**src/rtl/logic_gate_pipe.sv**
```systemverilog
// WIDTH-bit bitwise gate unit (8 modes) with a STAGES-deep valid/ready pipeline,
// zero/all-ones result flags and a saturating count of completed output handshakes.
module logic_gate_pipe #(
  parameter int WIDTH  = 16,
  parameter int STAGES = 2,
  parameter int CNT_W  = 16
) (
  input  logic             clk,
  input  logic             rst_n,
  input  logic             in_valid,
  output logic             in_ready,
  input  logic [WIDTH-1:0] in_a,
  input  logic [WIDTH-1:0] in_b,
  input  logic [2:0]       in_op,
  output logic             out_valid,
  input  logic             out_ready,
  output logic [WIDTH-1:0] out_y,
  output logic             out_zero,
  output logic             out_ones,
  input  logic             clear_count,
  output logic [CNT_W-1:0] op_count
);

  logic [WIDTH-1:0] gate_y;
  logic             gate_zero, gate_ones;

  logic [STAGES:1]              vld_pipe;
  logic [STAGES:1][WIDTH-1:0]   y_pipe;
  logic [STAGES:1]              zero_pipe, ones_pipe;
  logic [STAGES:1]              ld;
  logic                         out_hs;

  always_comb begin
    case (in_op)
      3'd0:    gate_y = ~(in_a & in_b);
      3'd1:    gate_y = in_a & in_b;
      3'd2:    gate_y = in_a | in_b;
      3'd3:    gate_y = ~(in_a | in_b);
      3'd4:    gate_y = in_a ^ in_b;
      3'd5:    gate_y = ~(in_a ^ in_b);
      3'd6:    gate_y = ~in_a;
      default: gate_y = in_a;
    endcase
    gate_zero = ~|gate_y;
    gate_ones = &gate_y;
  end

  // Stage k may load when out_ready is high or any stage from k to the tail has
  // a hole; this is the unrolled form of "empty or itself advancing".
  always_comb begin
    for (int k = 1; k <= STAGES; k++) begin
      logic full;
      full = 1'b1;
      for (int j = k; j <= STAGES; j++) full = full & vld_pipe[j];
      ld[k] = out_ready | ~full;
    end
  end

  assign in_ready  = ld[1];
  assign out_valid = vld_pipe[STAGES];
  assign out_y     = y_pipe[STAGES];
  assign out_zero  = zero_pipe[STAGES];
  assign out_ones  = ones_pipe[STAGES];
  assign out_hs    = out_valid & out_ready;

  always_ff @(posedge clk or negedge rst_n) begin
    if (!rst_n) begin
      vld_pipe  <= '0;
      y_pipe    <= '0;
      zero_pipe <= '0;
      ones_pipe <= '0;
    end else begin
      if (ld[1]) begin
        vld_pipe[1] <= in_valid;
        if (in_valid) begin
          y_pipe[1]    <= gate_y;
          zero_pipe[1] <= gate_zero;
          ones_pipe[1] <= gate_ones;
        end
      end
      for (int k = 2; k <= STAGES; k++) begin
        if (ld[k]) begin
          vld_pipe[k] <= vld_pipe[k-1];
          if (vld_pipe[k-1]) begin
            y_pipe[k]    <= y_pipe[k-1];
            zero_pipe[k] <= zero_pipe[k-1];
            ones_pipe[k] <= ones_pipe[k-1];
          end
        end
      end
    end
  end

  always_ff @(posedge clk or negedge rst_n) begin
    if (!rst_n)                      op_count <= '0;
    else if (clear_count)            op_count <= '0;
    else if (out_hs && ~&op_count)   op_count <= op_count + 1'b1;
  end

endmodule

```
**config.mk**
```make
export PLATFORM = sky130hd
export DESIGN_NAME = logic_gate_pipe
export DESIGN_NICKNAME = d
export VERILOG_FILES = /design/src/rtl/logic_gate_pipe.sv
export SDC_FILE = /design/constraint.sdc
export NUM_CORES = 1
export LEC_CHECK = 0
export CORE_ASPECT_RATIO = 0.5
export CORE_MARGIN = 2
export CORE_UTILIZATION = 25
export CTS_CLUSTER_DIAMETER = 40
export DETAILED_ROUTE_END_ITERATION = 8
export PLACE_DENSITY_LB_ADDON = 0.3
export SETUP_SLACK_MARGIN = 0.2
export SYNTH_ARGS = -nofsm -noshare
export SYNTH_HDL_FRONTEND = slang
export SYNTH_SLANG_ARGS = --single-unit
```
**constraint.sdc**
```tcl
create_clock -name clk -period 5.1 [get_ports clk]
set_input_delay 1.02 -clock clk [delete_from_list [all_inputs] [get_ports clk]]
set_output_delay 1.02 -clock clk [all_outputs]
set_load 0.01 [all_outputs]
```
==> results.cfg, run 1 <==
; generated from flow reports
[global_routing]
grt_max_degree = 55
grtUsageTotal_pct = 10.2

[logic_synthesis]
edf_count = 0
ys_sh_xor_pct = 6.50
ys_sh_simple_pct = 13.7
topCombFamilyByArea = multiplexers
yosys.stat.seqShare_pct = 36.0
syn_area_um2 = 3760
ys_chip_area_um2 = 3760
common_cells = dfrtp_1, inv_1, ha_1, nand2_1, nor2_1

[finish]
seq-cell-share_pct = 28.6
n_all_inverters = 49
clock_cell_area_share_pct = 3.26
comb_share_pct = 42.5
lay_top_count = clkdlybuf4s50_1
layout.nonclk_buf_share_pct = 16.4

[cts]
cts_setup_buffers = 0
clk_latency_ns = 0.29
cts_tree = yes
ctsResizeCount = 0
cts-htree-levels = 2
clk_pin_slew_ns = 0.07

[place]
portBuffers = 75
dp.final_hpwl_um = 6070

[die]
die_w_um = 177
dieArea_um2 = 16100
initial_utilization_pct = 25.8

[sta]
rsz0062_at_grt = no
max_freq_mhz = 283
setup_violations = 0

[power_and_ir_drop]
irDropWorstVdd_uv = 146
p_comb_share_pct = 28.6
cellInternalPower_mw = 0.879

[setup_path]
crit_type = input pin to register
endpoint_kind = register
cp_top_family = buffers and inverters
cp.arrival_ns = 3.75
cp_slowest_cell = clkdlybuf4s50_1

[min_path]
hp-class = register to register

[detailed_routing]
met2_length_um = 3540
post-route-drc-count = 0
wl_met3_um = 280

[run]
maxCapViolations = 0

[outcome]
outcome = finished clean
==> run 1: path summary, 6_finish.rpt <==
kind,from,to,slack [ns],cells past startpoint
min in group asynchronous,rst_n,op_count[11],0.85,2
max reg2reg,op_count[3],op_count[13],3.03,6
max in group asynchronous,rst_n,y_pipe[13],3.77,2
max,in_op[2],ones_pipe[1],1.56,6
min reg2reg,y_pipe[15],y_pipe[15],0.48,2
min,y_pipe[15],y_pipe[15],0.48,2
==> run 1: per-stage QoR <==
stage	cell area [um^2]	hold slack, ns	instances	total power, mW	utilization (%)
3_5_place_dp	4560	0.473	625	0.905	31.3
5_1_grt	4720	0.521	633	1.32	32.4
3_3_place_gp	4560	0.462	625	0.898	31.3
4_1_cts	4720	0.487	633	1.27	32.4
6_report	4720	0.482	633	1.24	32.4
2_1_floorplan	3760	0.442	380	0.776	-
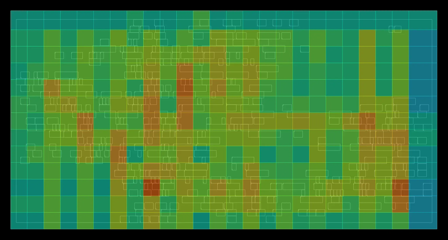
Figure 1: run 1, track usage over the die.
busiest grt layer: met2
GR Layer Usage met2: 16.3%
met1 GRT Util: 14.5%

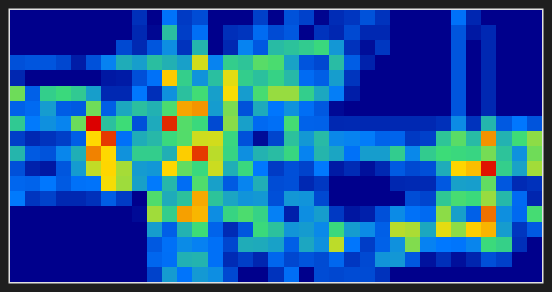
Figure 2: run 1, wire density map.
(3 px per um) The die is cut into 35 by 18 equal tiles; dark blue is low, red is high, scaled to the fullest tile. Values are wire area over tile area, all layers added.
- emptiest ninth of the die: upper right
- densest ninth of the die: middle left
- fullest tile: 0.34
- nearly empty tiles: 27%
- mean over tiles: 0.076
- tiles over half the peak: 12%

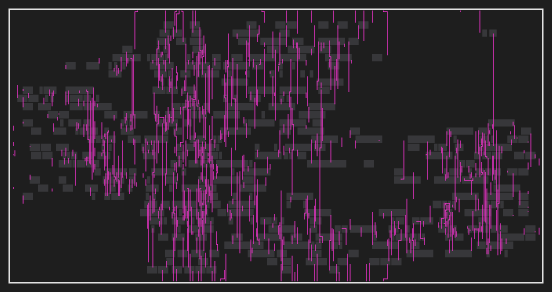
Figure 3: run 1, signal wires on met2.
(3 px per um)
- wire length on this layer: 3,540 um
- longest straight run: 37.4 um
- nets with wire on the layer: 410
Post-Route WL: 8040 um
Vias: 2,746

==> inputs of run 2 (changes only) <==
==> constraint.sdc (replaced) <==
create_clock -name clk -period 3 [get_ports clk]
set_input_delay 0.6 -clock clk [delete_from_list [all_inputs] [get_ports clk]]
set_output_delay 0.6 -clock clk [all_outputs]
set_load 0.01 [all_outputs]
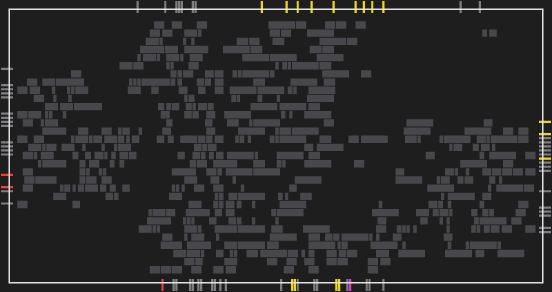
Figure 4: run 2, pin map.
(3 px per um) Pins as bars across the die edge, other pins in grey.
- magenta: `out_valid` (pins 1; direction output; edge bottom)
- yellow: `out_y` (pins 16; direction output; edge 9 top, 4 bottom, 3 right)
- red: `in_op` (pins 3; direction input; edge 2 left, 1 bottom)
- all pins by edge: 24 bottom, 18 top, 17 right, 17 left

==> run 2 against run 1 <==
Compared with the run above:
- total power is 73% higher
- setup slack worse by 1.3 ns
- critical path depth is 3 higher
- final cell count rose by 2.5%
- non-clock buffer count grew 16
- worst hold slack worse by 0.051 ns
- largest power group unchanged
- critical endpoint unchanged
- global-route usage is 0.25 points higher
- sequential share of layout area is 0.95 points lower
==> results.cfg, run 2 <==
; generated from flow reports
[die]
initial_utilization_pct = 25.8
die_w_um = 177

[sta]
max_freq_mhz = 371

[setup_path]
critPathCapture = ones_pipe[1]
startpoint = in_b[15]
endpoint_kind = register
ff2ff_path_depth = 5

[power_and_ir_drop]
p_comb_share_pct = 29.8
power.total_mw = 2.14
irDropWorstVdd_uv = 206

[global_routing]
gr-usage-met1_pct = 15.0
busiest_layer = met2
use_met2_pct = 16.1
grt_max_degree = 55

[logic_synthesis]
edf_count = 0
ys_chip_area_um2 = 3760
topCombFamilyByArea = multiplexers
ys_sh_simple_pct = 13.7
common_cells = dfrtp_1, inv_1, ha_1, nand2_1, nor2_1

[cts]
clk_pin_slew_ns = 0.08
ctsResizeCount = 0

[outcome]
outcome = finished clean

[place]
dp.final_hpwl_um = 6280
portBuffers = 75

[min_path]
hp-class = input pin to async pin

[finish]
finalInstanceArea_um2 = 4880
run 2: cell count changes in the layout (fill, tap and decap cells not counted):
cell | before | now
buf_4 | 4 | 18
buf_12 | 0 | 2
clkdlybuf4s50_1 | 74 | 73
dlymetal6s2s_1 | 0 | 1
nor4_1 | 4 | 3
nor4_4 | 0 | 1
run 2: layout make-up:
cell class / instances / area share [%]
multi-input combinational: 245 / 41.4
clock inverter: 3 / 0.590
inverter: 49 / 3.77
timing repair buffer: 95 / 18.9
tap: 198 / 5.08
clock buffer: 5 / 2.56
sequential: 54 / 27.7
run 2: per-stage QoR:
step	instances	TNS, ns
after floorplan	380	0
final	649	0
after global routing	649	0
after detailed placement	641	-0.0460
after global placement	641	0
after CTS	649	0
Power figures rest on the tool's default switching activity, not on a simulated workload.
